File: config.mk
export PLATFORM = sky130hd
export DESIGN_NAME = mbutton_events
export DESIGN_NICKNAME = d
export VERILOG_FILES = /design/src/rtl/mbutton_events.sv
export SDC_FILE = /design/constraint.sdc
export NUM_CORES = 1
export LEC_CHECK = 0
export ABC_AREA = 1
export CAP_MARGIN = 10
export CORE_ASPECT_RATIO = 0.75
export CORE_MARGIN = 5
export CORE_UTILIZATION = 55
export CTS_CLUSTER_DIAMETER = 100
export DETAILED_ROUTE_END_ITERATION = 12
export GPL_TIMING_DRIVEN = 0
export PLACE_DENSITY = 0.86
export SLEW_MARGIN = 20
export SYNTH_ARGS = -nofsm -noshare
export SYNTH_HDL_FRONTEND = slang
export SYNTH_SLANG_ARGS = --single-unit
File: constraint.sdc
create_clock -name clk -period 8.65 [get_ports clk]
set_input_delay 1.73 -clock clk [delete_from_list [all_inputs] [get_ports clk]]
set_output_delay 1.73 -clock clk [all_outputs]
set_load 0.03 [all_outputs]
File: src/rtl/mbutton_events.sv
// mbutton_events: turns the debounced pushbutton vector into per-button
// single-cycle event pulses. The events are press, release, long-press and
// auto-repeat, plus a registered copy of the levels.
// Hold timing is counted in ticks of the external timebase, not in clocks.
// The release and repeat outputs are named release_ev / repeat_ev because
// "release" and "repeat" are reserved words in SystemVerilog.
module mbutton_events #(
    parameter int NOB          = 6,
    parameter int CNT_W        = 10,
    parameter int LONG_TICKS   = 500,
    parameter int REPEAT_TICKS = 100,
    parameter bit REPEAT_EN    = 1'b1
) (
    input  logic           clk,
    input  logic           reset,
    input  logic           tick,
    input  logic [NOB-1:0] buttons,
    output logic [NOB-1:0] held,
    output logic [NOB-1:0] press,
    output logic [NOB-1:0] release_ev,
    output logic [NOB-1:0] long_press,
    output logic [NOB-1:0] repeat_ev,
    output logic           any_event
);

    typedef enum logic [1:0] {
        ST_IDLE   = 2'd0,
        ST_HOLD   = 2'd1,
        ST_REPEAT = 2'd2
    } state_t;

    // Terminal counts: the pulse fires on the tick that finds the counter here.
    localparam logic [CNT_W-1:0] LONG_LAST   = CNT_W'(LONG_TICKS - 1);
    localparam logic [CNT_W-1:0] REPEAT_LAST = CNT_W'(REPEAT_TICKS - 1);

    // held_reg doubles as the previous-level register used for release detection.
    logic [NOB-1:0] held_reg;
    logic [NOB-1:0] press_reg;
    logic [NOB-1:0] release_reg;
    logic [NOB-1:0] long_reg;
    logic [NOB-1:0] repeat_reg;
    logic           any_event_reg;

    logic [NOB-1:0] press_next;
    logic [NOB-1:0] release_next;
    logic [NOB-1:0] long_next;
    logic [NOB-1:0] repeat_next;

    genvar gi;
    generate
        for (gi = 0; gi < NOB; gi++) begin : g_btn
            state_t           state_reg;
            state_t           state_next;
            logic [CNT_W-1:0] cnt_reg;
            logic [CNT_W-1:0] cnt_next;
            logic             press_b;
            logic             release_b;
            logic             long_b;
            logic             repeat_b;

            // Per-button state and tick counter register.
            always_ff @(posedge clk or posedge reset) begin
                if (reset) begin
                    state_reg <= ST_IDLE;
                    cnt_reg   <= '0;
                end else begin
                    state_reg <= state_next;
                    cnt_reg   <= cnt_next;
                end
            end

            // Next-state and event decode; a low level always wins over tick handling.
            always_comb begin
                state_next = state_reg;
                cnt_next   = cnt_reg;
                press_b    = 1'b0;
                release_b  = 1'b0;
                long_b     = 1'b0;
                repeat_b   = 1'b0;
                if (!buttons[gi]) begin
                    // Release fires only if the button was seen pressed on the previous sample.
                    release_b  = held_reg[gi];
                    state_next = ST_IDLE;
                    cnt_next   = '0;
                end else begin
                    case (state_reg)
                        ST_IDLE: begin
                            // A tick coinciding with the press is deliberately not counted.
                            press_b    = 1'b1;
                            state_next = ST_HOLD;
                            cnt_next   = '0;
                        end
                        ST_HOLD: begin
                            if (tick) begin
                                if (cnt_reg == LONG_LAST) begin
                                    long_b     = 1'b1;
                                    state_next = ST_REPEAT;
                                    cnt_next   = '0;
                                end else begin
                                    cnt_next = cnt_reg + CNT_W'(1);
                                end
                            end
                        end
                        ST_REPEAT: begin
                            // With repeat disabled this state is parked: the counter is frozen.
                            if (REPEAT_EN && tick) begin
                                if (cnt_reg == REPEAT_LAST) begin
                                    repeat_b = 1'b1;
                                    cnt_next = '0;
                                end else begin
                                    cnt_next = cnt_reg + CNT_W'(1);
                                end
                            end
                        end
                        default: begin
                            state_next = ST_IDLE;
                            cnt_next   = '0;
                        end
                    endcase
                end
            end

            assign press_next[gi]   = press_b;
            assign release_next[gi] = release_b;
            assign long_next[gi]    = long_b;
            assign repeat_next[gi]  = repeat_b;
        end
    endgenerate

    // Output registers: every pulse and the held level appear one clk after sampling.
    always_ff @(posedge clk or posedge reset) begin
        if (reset) begin
            held_reg      <= '0;
            press_reg     <= '0;
            release_reg   <= '0;
            long_reg      <= '0;
            repeat_reg    <= '0;
            any_event_reg <= 1'b0;
        end else begin
            held_reg      <= buttons;
            press_reg     <= press_next;
            release_reg   <= release_next;
            long_reg      <= long_next;
            repeat_reg    <= repeat_next;
            any_event_reg <= |(press_next | release_next | long_next | repeat_next);
        end
    end

    assign held       = held_reg;
    assign press      = press_reg;
    assign release_ev = release_reg;
    assign long_press = long_reg;
    assign repeat_ev  = repeat_reg;
    assign any_event  = any_event_reg;

endmodule
Fig. 1: run 1, metal 1
Scale bar: 50 µm.
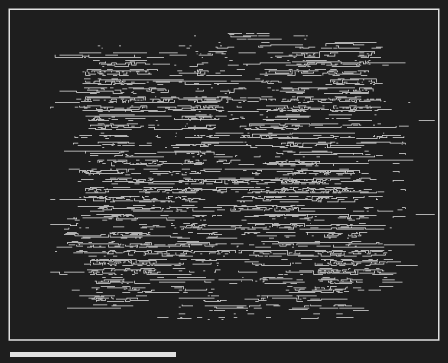
nets with wire on the layer	756
main direction	horizontal
longest straight run	25.8 µm
wire length on this layer	5590 µm
share of all routed wire	45%

Fig. 2: run 1, signal wires on met2
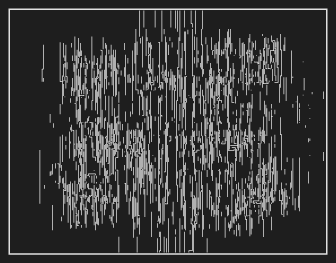
nets with wire on the layer	660
longest straight run	38.4 µm
share of all routed wire	47%
main direction	vertical

Fig. 3: run 1, local utilization
Scale bar: 50 µm. 13 x 10 tiles, from black (low) to pale yellow (high), 0 to 100% covered.
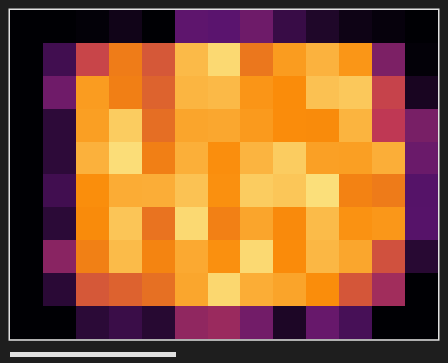
tiles over 75% full	40%
nearly empty tiles	15%
densest ninth of the die	middle
fullest tile	93%
mean over tiles	52%

Fig. 4: run 1, wiring heat map
Scale bar: 50 µm. 26 x 20 tiles, from black (low) to pale yellow (high), scaled to the fullest tile. Values are wire area over tile area, all layers added.
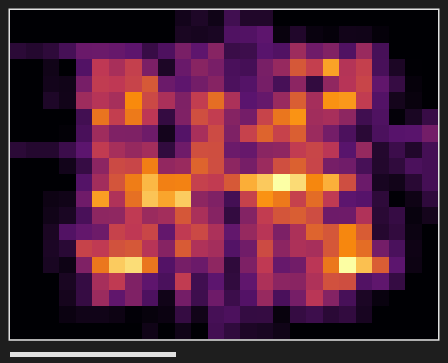
mean over tiles	0.16
fullest tile	0.60
tiles over half the peak	21%
densest ninth of the die	middle
nearly empty tiles	23%

==> flow_results.org, run 1 <==
#+TITLE: Flow metrics

** Drt
- Via count normalized by instance count :: 5.36
- Detail-routed net length per standard cell :: 13.4 µm
- Iter 0 DRT Violations :: 523
- In this run the remaining antenna-violating nets after routing total 0.

** Logic synthesis
- Ys Warns :: 0
- Multiplexer share of the synthesized area :: 0
- The synthesized design contains 103 register bits.
- Among all flip-flop cells after synthesis, the most frequent one is sky130_fd_sc_hd__dfrtp_1.
- Post-synth ARST share :: 1.00
- The synthesized netlist was found by Yosys to have 748 cells.
- Main combinational cell family by area after synthesis :: simple AND/OR/NAND/NOR gates
- Of the total synthesized cell area, the portion taken by full adders, half adders and majority gates is 0.0645.
- Largest cells by area after synthesis :: sky130_fd_sc_hd__dfrtp_1 (44%), sky130_fd_sc_hd__nand2_1 (13%), sky130_fd_sc_hd__inv_1 (7.0%)
- Post-synthesis share of cell area spent on and-or and or-and gates :: 0.123
- Synth Net Count :: 787
- Area share, top type :: 0.443
- Synth unique cells :: 39
- Simple Share, Synth :: 0.261
- Post-synthesis average cell area :: 7.77 µm²
- The largest total area in the synthesized netlist belongs to sky130_fd_sc_hd__dfrtp_1.
- Number of enable flip-flop cells :: 0

** Place
- In this run, placement finished with an instance count of 924.
- Port-buffer cells :: 39
- Sum of net half-perimeters after detailed placement :: 8840 µm

** CTS
- The post-CTS hold buffer count recorded in the log is 0.
- CTS Root Cell :: sky130_fd_sc_hd__clkbuf_16
- The number of gates resized after CTS was 0.
- H-Tree Depth :: 3
- TritonCTS built the clock tree.
- Counting the buffers created by CTS gives 9.
- In the CTS report, the clock slew at the register clock pins of the worst setup and hold paths is listed as 70 ps.
- Counting along the longest clock path gives a buffer depth of 2.

** Pwr
- Comb power frac :: 0.284
- Internal power contribution :: 967 µW
- In this run, power in flip-flops and latches comes to 552 µW.
- The switching portion of total power comes to 0.329.
- Group drawing the most power :: registers
- For this design the ratio of total power to cell area is 213 nW/µm².
- Power dissipated by switching net loads :: 474 µW
- Power Total :: 1.44 mW
- In this run, power in the clock network comes to 480 µW.
- Of the total power, the clock network draws 0.333.
- Power consumed by combinational cells :: 409 µW
- The leakage power in the latest report is 3.34 nW.

** Cells and area
- Layout Cells excl Fill :: 938
- Max reg flops :: 60
- Number of antenna repair diodes :: 0
- Area added between synthesis and finish :: 16.2%
- Counting only logic cells after layout, the most numerous master is sky130_fd_sc_hd__nand2_1.
- Filler instances :: 807
- Ranking logic cells in the layout by count gives the top entries sky130_fd_sc_hd__nand2_1 (203), sky130_fd_sc_hd__inv_1 (107), sky130_fd_sc_hd__dfrtp_1 (103), sky130_fd_sc_hd__nor2_1 (86), sky130_fd_sc_hd__nand3_1 (49).

** Final timing
- Across all setup checks in the final design, the least slack found is 5490 ps.
- Number of pins with negative max-slew slack in the final report :: 0
- Worst Max-Slew Pin Slew :: 509 ps
- Final critical delay including setup and external delays :: 3160 ps
- Of the available clock period, the critical path in the final layout requires 0.365.
- Endpoints failing hold in the final report were tallied at 0.
- Setup total negative slack on the finished layout was measured at 0 ps.

** Floorplanning
- Die boundary height :: 99.1 µm
- Horizontal die size :: 129 µm
- Die Footprint :: 12800 µm²
- In the floorplan report the effective utilization is 0.565.

** Setup path
- Per STA, the endpoint of the critical path is g_btn[1].cnt_reg[2]$_DFFE_PP0P_.
- The OpenROAD report gives the critical path a data arrival time of 3400 ps.
- Traced cell by cell, the critical path runs through clkdlybuf4s50_1 > inv_4 > nand2_4 > inv_2 > nor2_1 > nand2_1 > o21ai_0.
- Critical-path top delay cell :: sky130_fd_sc_hd__clkdlybuf4s50_1
- Crit Path Max Fanout :: 10
- Worst path required time :: 8900 ps
- Worst path max stage delay :: 790 ps
- Number of cells traversed by the worst register-to-register path :: 8
- For reference, the most critical setup path is categorized as input port to register.
- Family with the most delay on the worst path :: buffers and inverters
- Element type at the critical path end :: register
- Per the OpenROAD timing report, the critical path contains 7 cells.
- Along the critical path, the tally of buffer and inverter instances is 3.
- The timing report gives the worst reg2reg path a setup slack of 6820 ps.

** GRT
- Largest net degree at the start of global routing :: 71
- The global route stage reports its total congestion overflow as 0.
- Wire length of the first global-routing pass :: 21600 µm
- Initial antenna violation count :: 0
- The number of global-route vias before repair was 4725.

** Worst hold path
- Type of the tightest min-delay check :: register to register
- The worst hold path terminates at release_ev[1]$_DFF_PP0_.

** Run status
- The flow ran to the end, and the final reports show no timing, DRC or antenna violations.

** Flow run
- Max-cap viol count :: 0
run 1: final cells by class:
cell class	instances	area [µm²]	area share
Clock inverter	4	120	0.0178
Multi-Input combinational cell	525	2740	0.405
Timing Repair Buffer	40	418	0.0618
Buffer	8	75.1	0.0111
Inverter	112	430	0.0637
Sequential cell	103	2580	0.381
Clock buffer	10	229	0.0339
Tap cell	136	170	0.0252
run 1: metal layers:
layer / GRT usage / wire [µm]
met3: 0.0460 / 831
met2: 0.326 / 5890
met1: 0.284 / 5590
met4: 0.0621 / 246
met5: 0 / 0
run 1: per-stage QoR:
step	hold WS, ps	area, µm²
after floorplan	475	5820
after global placement	479	6380
after detailed placement	487	6410
after CTS	503	6760
after global routing	535	6760
final	496	6760
Fig. 5: run 1, routing congestion
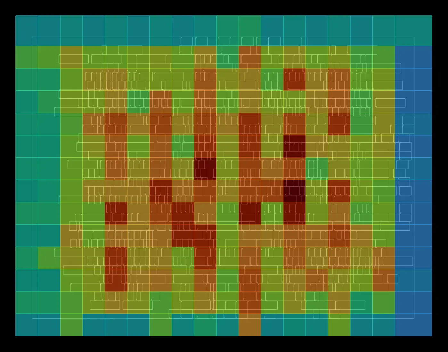

==> run 2: changes to the inputs <==
--- a/config.mk
+++ b/config.mk
@@ -9,11 +9,11 @@
 export CAP_MARGIN = 10
 export CORE_ASPECT_RATIO = 0.75
 export CORE_MARGIN = 5
-export CORE_UTILIZATION = 55
+export CORE_UTILIZATION = 54
 export CTS_CLUSTER_DIAMETER = 100
 export DETAILED_ROUTE_END_ITERATION = 12
 export GPL_TIMING_DRIVEN = 0
-export PLACE_DENSITY = 0.86
+export PLACE_DENSITY = 0.88
 export SLEW_MARGIN = 20
 export SYNTH_ARGS = -nofsm -noshare
 export SYNTH_HDL_FRONTEND = slang
==> constraint.sdc (replaced) <==
create_clock -name clk -period 2.6 [get_ports clk]
set_input_delay 0.52 -clock clk [delete_from_list [all_inputs] [get_ports clk]]
set_output_delay 0.52 -clock clk [all_outputs]
set_load 0.03 [all_outputs]
Fig. 6: run 2, routing congestion
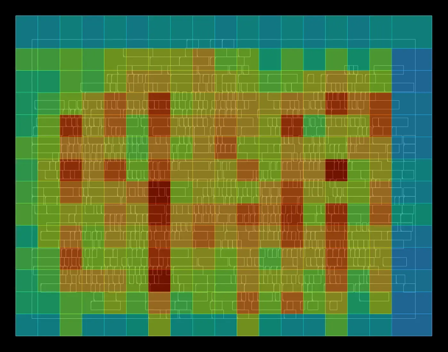
detail-routed net length per standard cell: 13.1 µm
most utilized layer in the global route result: met2

Fig. 7: run 2, signal wires on met2
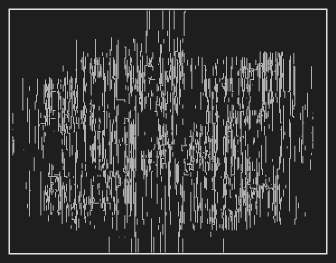
longest straight run	37.7 µm
main direction	vertical

==> flow_results.org, run 2 <==
#+TITLE: Flow metrics

** Cells and area
- The final antenna diode count came to 0 (unchanged).
- Area added between synthesis and finish :: 15.3% (was 16.2%)
- The sequential cell area is 2580 µm² (unchanged).
- The flip-flop count of the largest register, all copies and words added is 60 (unchanged).
- The area of the multi-input gates was 2740 µm² (unchanged).

** CTS
- The clock-pin slew on the worst setup and hold paths is 60 ps (was 70 ps).

** Place
- The total cell area at the placement stage was 6440 µm² (was 6410 µm²).
- The half-perimeter wire length of the detailed placement result was 9250 µm (was 8840 µm).

** Pwr
- Switching Share :: 0.357 (was 0.329)
- The cell-internal power is 2.86 mW (was 967 µW).
- Sequential cell power :: 1.84 mW (was 552 µW)
- The post-route total power was 4.45 mW (was 1.44 mW).
- Power per cell area :: 664 nW/µm² (was 213 nW/µm²)

** GRT
- The overall overflow remaining after global route came to 0 (unchanged).
- The number of global-route vias before repair came to 4496 (was 4725).
- Initial antenna violation count :: 0 (unchanged)
- Global routing met3 resource utilization :: 0.0399 (was 0.0460)

** Logic synthesis
- Seq cells post-synth :: 103 (unchanged)
- Post-synthesis cell count from yosys :: 748 (unchanged)
- The synthesized area per cell came to 7.77 µm² (unchanged).
- Area share, top type :: 0.443 (unchanged)
- Largest cells by area after synthesis: sky130_fd_sc_hd__dfrtp_1 (44%), sky130_fd_sc_hd__nand2_1 (13%), sky130_fd_sc_hd__inv_1 (7.0%) (unchanged).

** Run status
- Status: completed (unchanged).

** Setup path
- The data required time of the critical path came to 2810 ps (was 8900 ps).
- The buffers plus inverters on the worst setup path was 3 (unchanged).
- Element type at the critical path end :: register (unchanged)
- Flop-to-flop setup slack :: 790 ps (was 6820 ps)
- Worst Path Arrival :: 2250 ps (was 3400 ps)
- The maximum net fanout on the critical path was 10 (unchanged).

** Drt
- Total met3 wirelength after detailed routing :: 695 µm (was 831 µm)
- Via count normalized by instance count :: 5.21 (was 5.36)

** Final timing
- The sum of negative setup slack was 0 ps (unchanged).
- Smallest hold slack :: 516 ps (was 496 ps)
- Post-layout period usage of the worst path :: 0.785

** Floorplanning
- Pre-placement core utilization :: 0.559 (was 0.565)
[run 2: cell families after synthesis]
family,Yosys count,share of synthesized area
AND/OR/NAND/NOR,363,0.261
XOR/XNOR,15,0.0226
AND-OR/OR-AND,117,0.123
adder cells (fa/ha/maj),30,0.0645
buffers and inverters,120,0.0861
flip-flops,103,0.443
[run 2: cell type report]
class	instances	share of cell area
buffer	8	0.0112
clock buffer	12	0.0368
clock inverter	3	0.00299
inverter	112	0.0640
multi-input combinational	525	0.408
sequential	103	0.384
tap	136	0.0254
timing repair buffer	42	0.0672
[run 2: worst reg2reg max path, delay by kind of cell, from the launching register on]
kind            cells  cell delay [ps]
fa+ha+maj           1              180
buf+inv             3              360
simple gates        4              360
flops               1              400
compound gates      2              400
Power and IR drop assume default switching activity.
